Fig. 1: power grid
Scale bar: 50 um. Pins as bars on the die edge.
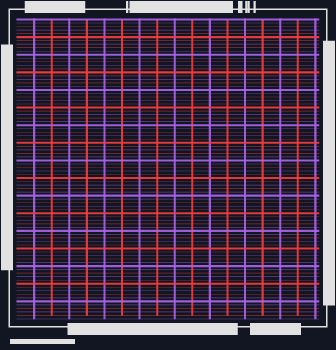
Fig. 2: placed cells, one color a class
Fill, decap, tap and diode cells in gray.
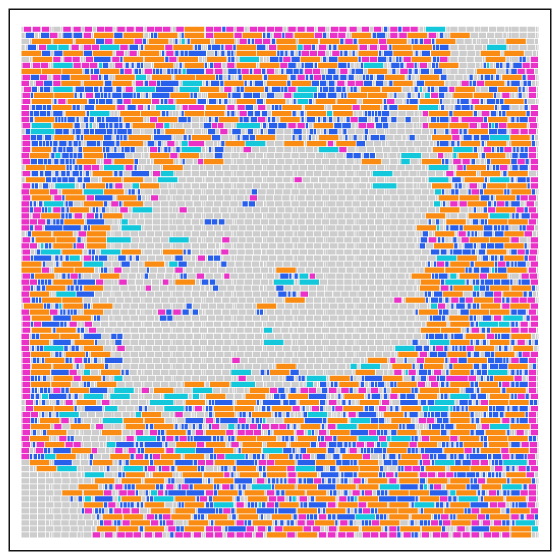
Fig. 3: clock distribution
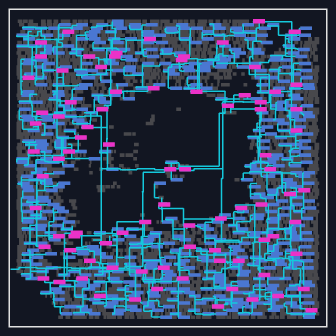
Fig. 4: clock routing
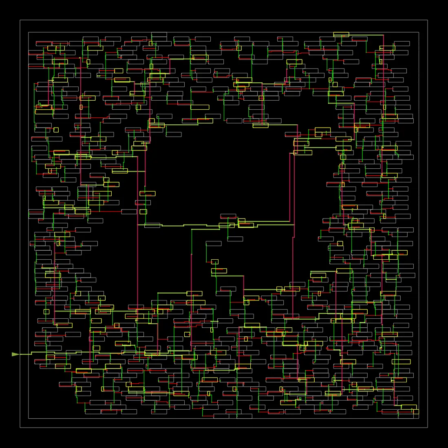
Fig. 5: metal layers overlaid
Scale bar: 50 um. Only two layers are drawn.
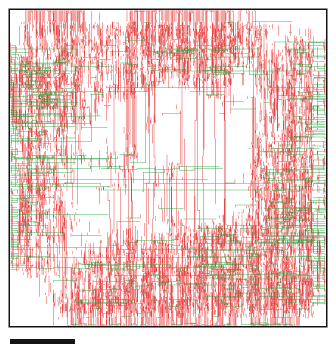
===== src/rtl/prm_sched_pkg.sv =====
// Shared definitions for the PRM edge-checker scheduler.
// Holds the scheduler state type, the default obstacle-code width and a
// ceiling-division helper that sizes the result word stream.
package prm_sched_pkg;

  typedef enum logic [1:0] {
    IDLE  = 2'd0,
    WAIT  = 2'd1,
    DRAIN = 2'd2
  } schedState_e;

  localparam int CODE_W_DEF = 15;

  // Ceiling division, used to get the number of OUT_W words covering all edges
  function automatic int cdiv(input int a, input int b);
    return (a + b - 1) / b;
  endfunction

endpackage


===== src/rtl/prm_mask_accum.sv =====
// OR accumulator for the per-edge collision masks of one frame.
// The accumulator is padded up to a whole number of output words, with the
// padding treated as permanently blocked, and a word-sized slice of the
// edge-free bitmap (~collision) is selected by the word index.
// Ports:
//   clk, rst  : clock, asynchronous active-high reset
//   clr_i     : clear the accumulator (has priority over load_i)
//   load_i    : OR mask_i into the accumulator
//   mask_i    : collision mask from the checker array
//   idx_i     : output word index
//   free_o    : edge-free bits of word idx_i, padding bits read 0
module prm_mask_accum
  import prm_sched_pkg::*;
#(
  parameter int NUM_EDGE = 512,
  parameter int OUT_W    = 32,
  parameter int NWORD    = cdiv(NUM_EDGE, OUT_W),
  parameter int IDX_W    = (NWORD > 1) ? $clog2(NWORD) : 1
) (
  input  logic                clk,
  input  logic                rst,
  input  logic                clr_i,
  input  logic                load_i,
  input  logic [NUM_EDGE-1:0] mask_i,
  input  logic [IDX_W-1:0]    idx_i,
  output logic [OUT_W-1:0]    free_o
);

  logic [NUM_EDGE-1:0]    acc_q;
  logic [NWORD*OUT_W-1:0] padded;

  // Collision bits only ever get set during a frame; a clear wipes the
  // whole frame so the next one starts from an all-free map.
  always_ff @(posedge clk or posedge rst) begin
    if (rst) begin
      acc_q <= '0;
    end else if (clr_i) begin
      acc_q <= '0;
    end else if (load_i) begin
      acc_q <= acc_q | mask_i;
    end
  end

  // Padding positions above NUM_EDGE are marked as colliding, so after
  // inversion they never report a free edge to the planner.
  always_comb begin
    padded                 = '1;
    padded[NUM_EDGE-1:0]   = acc_q;
  end

  assign free_o = ~padded[int'(idx_i)*OUT_W +: OUT_W];

endmodule


===== src/rtl/prm_edge_chk_sched.sv =====
// Time-multiplexes the PRM obstacle-logic checker array over a frame of
// obstacle voxel codes. Each accepted code is registered onto chk_code, the
// checker array settles for CHK_LAT cycles, and its collision mask is ORed
// into a frame accumulator. After the last code of a frame the edge-free
// bitmap is streamed to the planner in OUT_W-bit words.
// Ports:
//   clk, rst            : clock, asynchronous active-high reset
//   flush               : synchronous frame abort
//   obs_valid/ready     : obstacle code handshake (obs_code, obs_last)
//   chk_code / chk_mask : code to the checker array / its collision mask
//   res_valid/ready     : result word handshake (res_data, res_idx, res_last)
//   obs_cnt             : codes accumulated this frame, saturating
//   busy                : scheduler not idle
module prm_edge_chk_sched
  import prm_sched_pkg::*;
#(
  parameter int NUM_EDGE = 512,
  parameter int CODE_W   = CODE_W_DEF,
  parameter int CHK_LAT  = 1,
  parameter int OUT_W    = 32,
  localparam int NWORD   = cdiv(NUM_EDGE, OUT_W),
  localparam int IDX_W   = (NWORD > 1) ? $clog2(NWORD) : 1
) (
  input  logic                clk,
  input  logic                rst,
  input  logic                flush,
  input  logic                obs_valid,
  output logic                obs_ready,
  input  logic [CODE_W-1:0]   obs_code,
  input  logic                obs_last,
  output logic [CODE_W-1:0]   chk_code,
  input  logic [NUM_EDGE-1:0] chk_mask,
  output logic                res_valid,
  input  logic                res_ready,
  output logic [OUT_W-1:0]    res_data,
  output logic [IDX_W-1:0]    res_idx,
  output logic                res_last,
  output logic [15:0]         obs_cnt,
  output logic                busy
);

  schedState_e       state_q;
  logic [CODE_W-1:0] chkCode_q;
  logic              last_q;
  logic [3:0]        wCnt_q;
  logic [IDX_W-1:0]  idx_q;
  logic [15:0]       obsCnt_q;
  logic [15:0]       obsCnt_d;
  logic              obsFire;
  logic              resFire;
  logic              sampleNow;
  logic              lastWord;

  // A code is never taken while the frame is being aborted or reset.
  assign obs_ready = (state_q == IDLE) && !flush && !rst;
  assign obsFire   = obs_valid && obs_ready;
  assign res_valid = (state_q == DRAIN);
  assign resFire   = res_valid && res_ready;
  assign sampleNow = (state_q == WAIT) && (wCnt_q == 4'd0);
  assign lastWord  = (idx_q == IDX_W'(NWORD - 1));
  assign obsCnt_d  = (obsCnt_q == 16'hFFFF) ? obsCnt_q : obsCnt_q + 16'd1;

  assign chk_code = chkCode_q;
  assign res_idx  = idx_q;
  assign res_last = res_valid && lastWord;
  assign obs_cnt  = obsCnt_q;
  assign busy     = (state_q != IDLE);

  prm_mask_accum #(
    .NUM_EDGE (NUM_EDGE),
    .OUT_W    (OUT_W),
    .NWORD    (NWORD),
    .IDX_W    (IDX_W)
  ) uAccum (
    .clk    (clk),
    .rst    (rst),
    .clr_i  (flush || (resFire && lastWord)),
    .load_i (sampleNow && !flush),
    .mask_i (chk_mask),
    .idx_i  (idx_q),
    .free_o (res_data)
  );

  // Scheduler: accept a code, let the checker array settle for CHK_LAT
  // cycles, fold its mask in, and after the frame's last code walk the
  // result words. Flush abandons the frame but keeps chk_code, since the
  // checker array is don't-care outside WAIT anyway.
  always_ff @(posedge clk or posedge rst) begin
    if (rst) begin
      state_q   <= IDLE;
      chkCode_q <= '0;
      last_q    <= 1'b0;
      wCnt_q    <= 4'd0;
      idx_q     <= '0;
      obsCnt_q  <= 16'd0;
    end else if (flush) begin
      state_q  <= IDLE;
      idx_q    <= '0;
      obsCnt_q <= 16'd0;
    end else begin
      case (state_q)
        IDLE: begin
          if (obsFire) begin
            chkCode_q <= obs_code;
            last_q    <= obs_last;
            wCnt_q    <= 4'(CHK_LAT - 1);
            state_q   <= WAIT;
          end
        end
        WAIT: begin
          if (wCnt_q == 4'd0) begin
            obsCnt_q <= obsCnt_d;
            idx_q    <= '0;
            state_q  <= last_q ? DRAIN : IDLE;
          end else begin
            wCnt_q <= wCnt_q - 4'd1;
          end
        end
        DRAIN: begin
          if (resFire) begin
            if (lastWord) begin
              idx_q    <= '0;
              obsCnt_q <= 16'd0;
              state_q  <= IDLE;
            end else begin
              idx_q <= idx_q + IDX_W'(1);
            end
          end
        end
        default: state_q <= IDLE;
      endcase
    end
  end

endmodule


===== config.mk =====
export PLATFORM = sky130hd
export DESIGN_NAME = prm_edge_chk_sched
export DESIGN_NICKNAME = d
export VERILOG_FILES = /design/src/rtl/prm_sched_pkg.sv /design/src/rtl/prm_mask_accum.sv /design/src/rtl/prm_edge_chk_sched.sv
export SDC_FILE = /design/constraint.sdc
export NUM_CORES = 1
export LEC_CHECK = 0
export CAP_MARGIN = 20
export CORE_MARGIN = 5
export CORE_UTILIZATION = 45
export CTS_CLUSTER_DIAMETER = 40
export DETAILED_ROUTE_END_ITERATION = 8
export PLACE_DENSITY = 0.89
export SYNTH_ARGS = -nofsm -noshare
export SYNTH_HDL_FRONTEND = slang
export SYNTH_SLANG_ARGS = --single-unit

===== constraint.sdc =====
create_clock -name clk -period 18.75 [get_ports clk]
set_clock_uncertainty 0.05 [all_clocks]
set_input_delay 3.75 -clock clk [delete_from_list [all_inputs] [get_ports clk]]
set_output_delay 3.75 -clock clk [all_outputs]
set_load 0.01 [all_outputs]

==> results.yml <==
# physical design summary
drt:
  drt-met1-wl_um: 33600
  drc: 0
  dr.pass1.iters: 7
  drt-initial-drc-count: 2209
  dr_wl_met2_um: 42600
  via_per_inst: 5.93
  postRouteAntennaNets: 0
final_layout:
  comb-cell-share_pct: 28.9
  area_growth_pct: 37.4
  final_cell_mix: "clkdlybuf4s50_1, dfrtp_1, nor2_1"
  flop_area_um2: 13900
  largest_reg_flops: 512
  clkCellAreaFrac_pct: 8.65
  drive_gt1_share_pct: 13.2
  final_area_um2: 33800
  final_core_util_pct: 62.6
  fillCellCount: 3937
logic_synthesis:
  async_flop_share_pct: 100
  yosys.area_share.simple_pct: 10.6
  netlist_logic_family_top: "AND-OR/OR-AND gates"
  yosysWarnings: 0
  common_cells: "dfrtp_1, nor2_1, a21oi_1"
  yosysCellCount: 2271
  ys_area_um2: 24600
  yosysTopAreaCellShare_pct: 56.3
  edf_count: 0
critical_path:
  crit_required_ns: 14.95
  endpoint: "obs_ready"
  path_class: "primary input to primary output"
  arrival_ns: 5.67
power:
  top_power_group: "the clock network"
  leakage_nw: 14.7
  pg_comb_w: 0.000336
  report.power.total_w: 0.00321
  p_clk_w: 0.00161
  powerSeq_w: 0.00127
sta:
  finalClockPeriodUsage_pct: 50.5
  fmax_ghz: 0.106
status:
  outcome: "complete, no violations"
floorplanning:
  die_x_um: 244
  nWellTaps: 696
  die_h_um: 244
cts:
  ctsResizeCount: 0
  post_cts_buffers: 0
run:
  cap_violations: 0
global_route:
  grt_pass1_wl_um: 134000
placed_design:
  dpl.hpwl_um: 62000
  place.port_buffers: 603
min_path:
  holdCritPathClass: "flip-flop to flip-flop"
  min_from: "uAccum.acc_q[482]$_DFFE_PP0P_"
-- Fig. 1 (at the start) --
VDD: in red. VSS: in purple.
The core has 85 rows. 86 met1 rails follow the rows. 604 signal pins sit on the boundary. 17 straps on met4. 17 straps on met5.

-- Fig. 2 (at the start) --
registers: in orange, cells 554. remaining buffers and delay cells: in magenta, cells 627. clock drivers and dummy loads: in cyan, cells 159. remaining logic cells: in blue, cells 1537.

-- Fig. 3 (at the start) --
clock-net drivers: in magenta, count 85. clock wires: in cyan, length 7590 um. flip-flops: in blue, count 554.
There are 86 routed clock nets. Position of the flops: spread over the die.

-- Fig. 4 (at the start) --
Num CTS Buffers: 85
Clock Latency Late Sink: 0.62 ns

-- Fig. 5 (at the start) --
M2: in red, wire length 42.6 mm. M3: in green, wire length 9770 um.

No activity file was given, so power comes from the tool's default toggle rates.
